### src/rtl/input_taker.sv
// Nibble-serial to word-parallel deserializer: gathers N/M nibbles (LSB nibble first)
// into an N-bit word and publishes it atomically on data with a one-cycle done pulse.
module input_taker #(
  parameter int N = 32,
  parameter int M = 4
) (
  input  logic         clk,
  input  logic         reset,
  input  logic         start,
  input  logic         in_valid,
  input  logic [M-1:0] din,
  output logic [N-1:0] data,
  output logic         done,
  output logic         busy
);

  localparam int C  = N / M;
  localparam int CW = $clog2(C) + 1;

  typedef enum logic {IDLE, COLLECT} state_t;

  state_t          state;
  logic [N-1:0]    asm_reg;
  logic [CW-1:0]   cnt;
  logic [N-1:0]    merged;
  logic            last_nib;

  function automatic logic [N-1:0] merge_nibble(input logic [N-1:0] word,
                                                input int          idx,
                                                input logic [M-1:0] nib);
    logic [N-1:0] w;
    w = word;
    w[idx*M +: M] = nib;
    return w;
  endfunction

  // Word as it stands once the current nibble is written; on the last nibble
  // this is the value published on data.
  assign merged   = merge_nibble(asm_reg, int'(cnt), din);
  assign last_nib = (cnt == CW'(C - 1));

  always_ff @(posedge clk) begin
    if (reset) begin
      state   <= IDLE;
      asm_reg <= '0;
      cnt     <= '0;
      data    <= '0;
      done    <= 1'b0;
      busy    <= 1'b0;
    end else begin
      done <= 1'b0;
      if (start) begin
        // start outranks in_valid: the nibble presented with it is dropped
        state   <= COLLECT;
        asm_reg <= '0;
        cnt     <= '0;
        busy    <= 1'b1;
      end else if (state == COLLECT && in_valid) begin
        asm_reg <= merged;
        if (last_nib) begin
          data  <= merged;
          done  <= 1'b1;
          cnt   <= '0;
          state <= IDLE;
          busy  <= 1'b0;
        end else begin
          cnt <= cnt + CW'(1);
        end
      end
    end
  end

endmodule

### config.mk
export PLATFORM = sky130hd
export DESIGN_NAME = input_taker
export DESIGN_NICKNAME = d
export VERILOG_FILES = /design/src/rtl/input_taker.sv
export SDC_FILE = /design/constraint.sdc
export NUM_CORES = 1
export LEC_CHECK = 0
export ABC_AREA = 1
export CORE_ASPECT_RATIO = 0.9
export CORE_MARGIN = 2
export CORE_UTILIZATION = 55
export CTS_CLUSTER_SIZE = 14
export DETAILED_ROUTE_END_ITERATION = 7
export PLACE_DENSITY = 0.79
export SYNTH_ARGS = -nofsm -noshare
export SYNTH_HDL_FRONTEND = slang
export SYNTH_SLANG_ARGS = --single-unit
### constraint.sdc
create_clock -name clk -period 2.2 [get_ports clk]
set_input_delay 0.44 -clock clk [delete_from_list [all_inputs] [get_ports clk]]
set_output_delay 0.44 -clock clk [all_outputs]
set_load 0.01 [all_outputs]
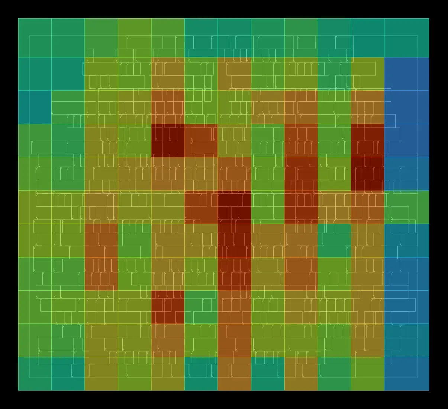
Figure 1: track usage over the die.
met2 usage: 34.0%
Tot GR Track Use: 22.2%
wire per inst: 12.1 um
GR peak layer: met2
fin util: 68.7%

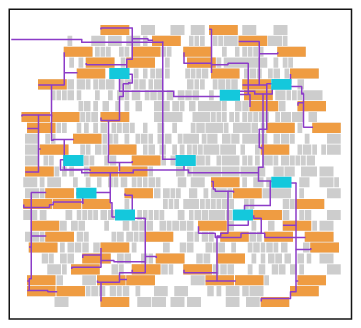
Figure 2: clock network drawn from the DEF.
(4 px per um)
[purple] clock wires | length: 812 um
[cyan] clock-net drivers | count: 9
[orange] flip-flops | count: 70
flops lie: all over the die
routed clock nets: 10

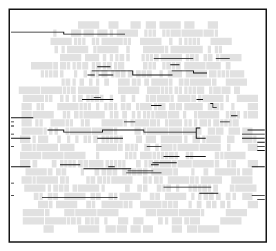
Figure 3: M3 wires.
(3 px per um)
main direction: horizontal
nets with wire on the layer: 35
share of all routed wire: 5.5%
wire length on this layer: 383 um
vias: 2,940
global-route track usage on met3: 7.21%
routed wire length: 6910 um

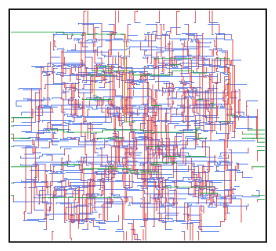
Figure 4: wiring by layer.
(3 px per um)
| colour | layer | wire length |
|---|---|---|
| orange | M4 | 57.8 um |
| blue | M1 | 3,330 um |
| red | M2 | 3,140 um |
| green | M3 | 383 um |

==> Slide: Implementation Results <==
Key Metrics from the Run

Die
  – IO Pins: 42
  – Die Y: 77.1 um
  – Starting Density: 57.3%
  – Die width: 85.2 um

CTS
  – Skew-Pair Late Insertion Delay: 0.34 ns
  – Post-CTS setup buffers: 0
  – Worst-path clk slew: 0.07 ns
  – # resized after CTS: 0
  – CTS hold repair buffers: 0
  – Htree depth: 3
  – CTS tree: built

Synth
  – Seq share, synth: 42.9%
  – Mapped Avg Cell Area: 7.16 sq um
  – Synth cell types: 29
  – Yosys stat cell total: 456
  – Warnings, synthesis: 0
  – Synthesized area: 3260 sq um
  – Synth Net Count: 469

Routing
  – DRT Pass-1 Iters: 4
  – First DRT Iteration DRCs: 163
  – DRT antenna net count: 0
  – Drc violations: 0

Global route
  – Initial antenna violation count: 0
  – First-pass GRT wire length: 11,900 um

Critical path
  – Top delay family on crit path: simple AND/OR/NAND/NOR gates
  – CP max stage delay: 0.34 ns
  – R2r setup slk: 0.22 ns
  – Worst Setup EP: data[10]
  – Worst-case reg-to-reg path depth: 11
  – CP Depth: 11
  – CP max-delay cell: dfxtp_1
  – CP Class: reg2reg

Flow run
  – Log Warnings: 29
  – Maxcap violations: 0

Power and ir drop
  – PwrDens: 628 nW/um^2

STA
  – Setup_tns: 0 ns
  – Final Setup Violations: 0
  – Final hold vios: 0
  – Slew Limit Fails: 0

Final layout
  – ANT cells: 0
  – Combinational Area: 1520 sq um
  – Layout area overhead: 19.9%
  – Ratio of cells with drive above 1 in the final layout: 10.2%

Outcome
  – Status: finished, final reports clean

Placed design
  – Pre-CTS WS: 0.107 ns
  – IO Port Bufs: 41
  – DPL Wire Length: 4790 um
==> stage by stage <==
| step | power [W] | instances | instance area, sq um | utilization [%] |
|---|---|---|---|---|
| after global routing | 0.00255 | 572 | 3910 | 68.7 |
| after global placement | 0.00151 | 559 | 3740 | 65.6 |
| after detailed placement | 0.00152 | 559 | 3740 | 65.6 |
| after floorplan | 0.00147 | 456 | 3260 | - |
| final | 0.00246 | 572 | 3910 | 68.7 |
| after CTS | 0.00247 | 572 | 3910 | 68.7 |
==> area by class of cell <==
cell class,count,area share [%]
flip-flops and latches,70,35.8
inverters,66,6.33
repair buffers,49,12.3
well taps,70,2.24
clock inverters,2,0.895
multi-input cells,304,38.8
clock buffers,11,3.61
==> worst min-delay path, delay by kind of cell (launching register included) <==
kind | cells | cell delay [ns]
AND/OR/NAND/NOR | 2 | 0.10
flip-flops | 1 | 0.31
==> routing by layer <==
layer,GRT usage (%),up-vias,share of wire [%]
met3,7.21,6,5.5
li1,-,1526,-
met5,0,-,0
met2,34.0,83,45
met1,29.3,1325,48
met4,8.10,0,0.82
==> where the power goes <==
part	leakage, nW	internal (W)	switching [W]
Combinational	1.24	0.0000669	0.000129
Sequential	0.566	0.00129	0.00000915
Clock	0.0911	0.000534	0.000433
Total	1.89	0.00189	0.000572
==> worst min-delay path by stage <==
stage	startpoint	end	slack (ns)	cells past startpoint
after global routing	data[6]	data[6]	0.48	2
after detailed placement	data[25]	data[25]	0.44	2
after CTS	data[25]	data[25]	0.45	2
final	data[25]	data[25]	0.45	2
after global placement	data[24]	data[24]	0.44	2
after floorplan	data[0]	data[0]	0.47	2
==> cell families after synthesis <==
group / Yosys count / share of synthesized area, %
flops: 70 / 42.9
fa+ha+maj: 5 / 1.92
compound gates: 84 / 13.0
buf+inv: 82 / 10.5
simple gates: 214 / 31.3
xor+xnor: 1 / 0.268
==> synthesized netlist by cell type <==
master and number:
o21ai_1 26, nand4_1 7, nand4_2 1, nand2_1 140
nand3_1 35, o21bai_1 1, buf_1 1, a211oi_1 1
or2_1 1, buf_6 4, buf_2 5, nor3_4 1
dfxtp_1 70, nand2_4 3, nor2_4 5, clkinv_1 1
nand3_2 1, clkbuf_1 6, a21oi_1 16, nand3_4 1
nor2_2 2, o21ai_0 40, inv_2 9, ha_1 5
inv_1 56, nor2_8 2, nor2_1 9, nand2_2 6
xor2_1 1
Power and IR drop assume default switching activity.
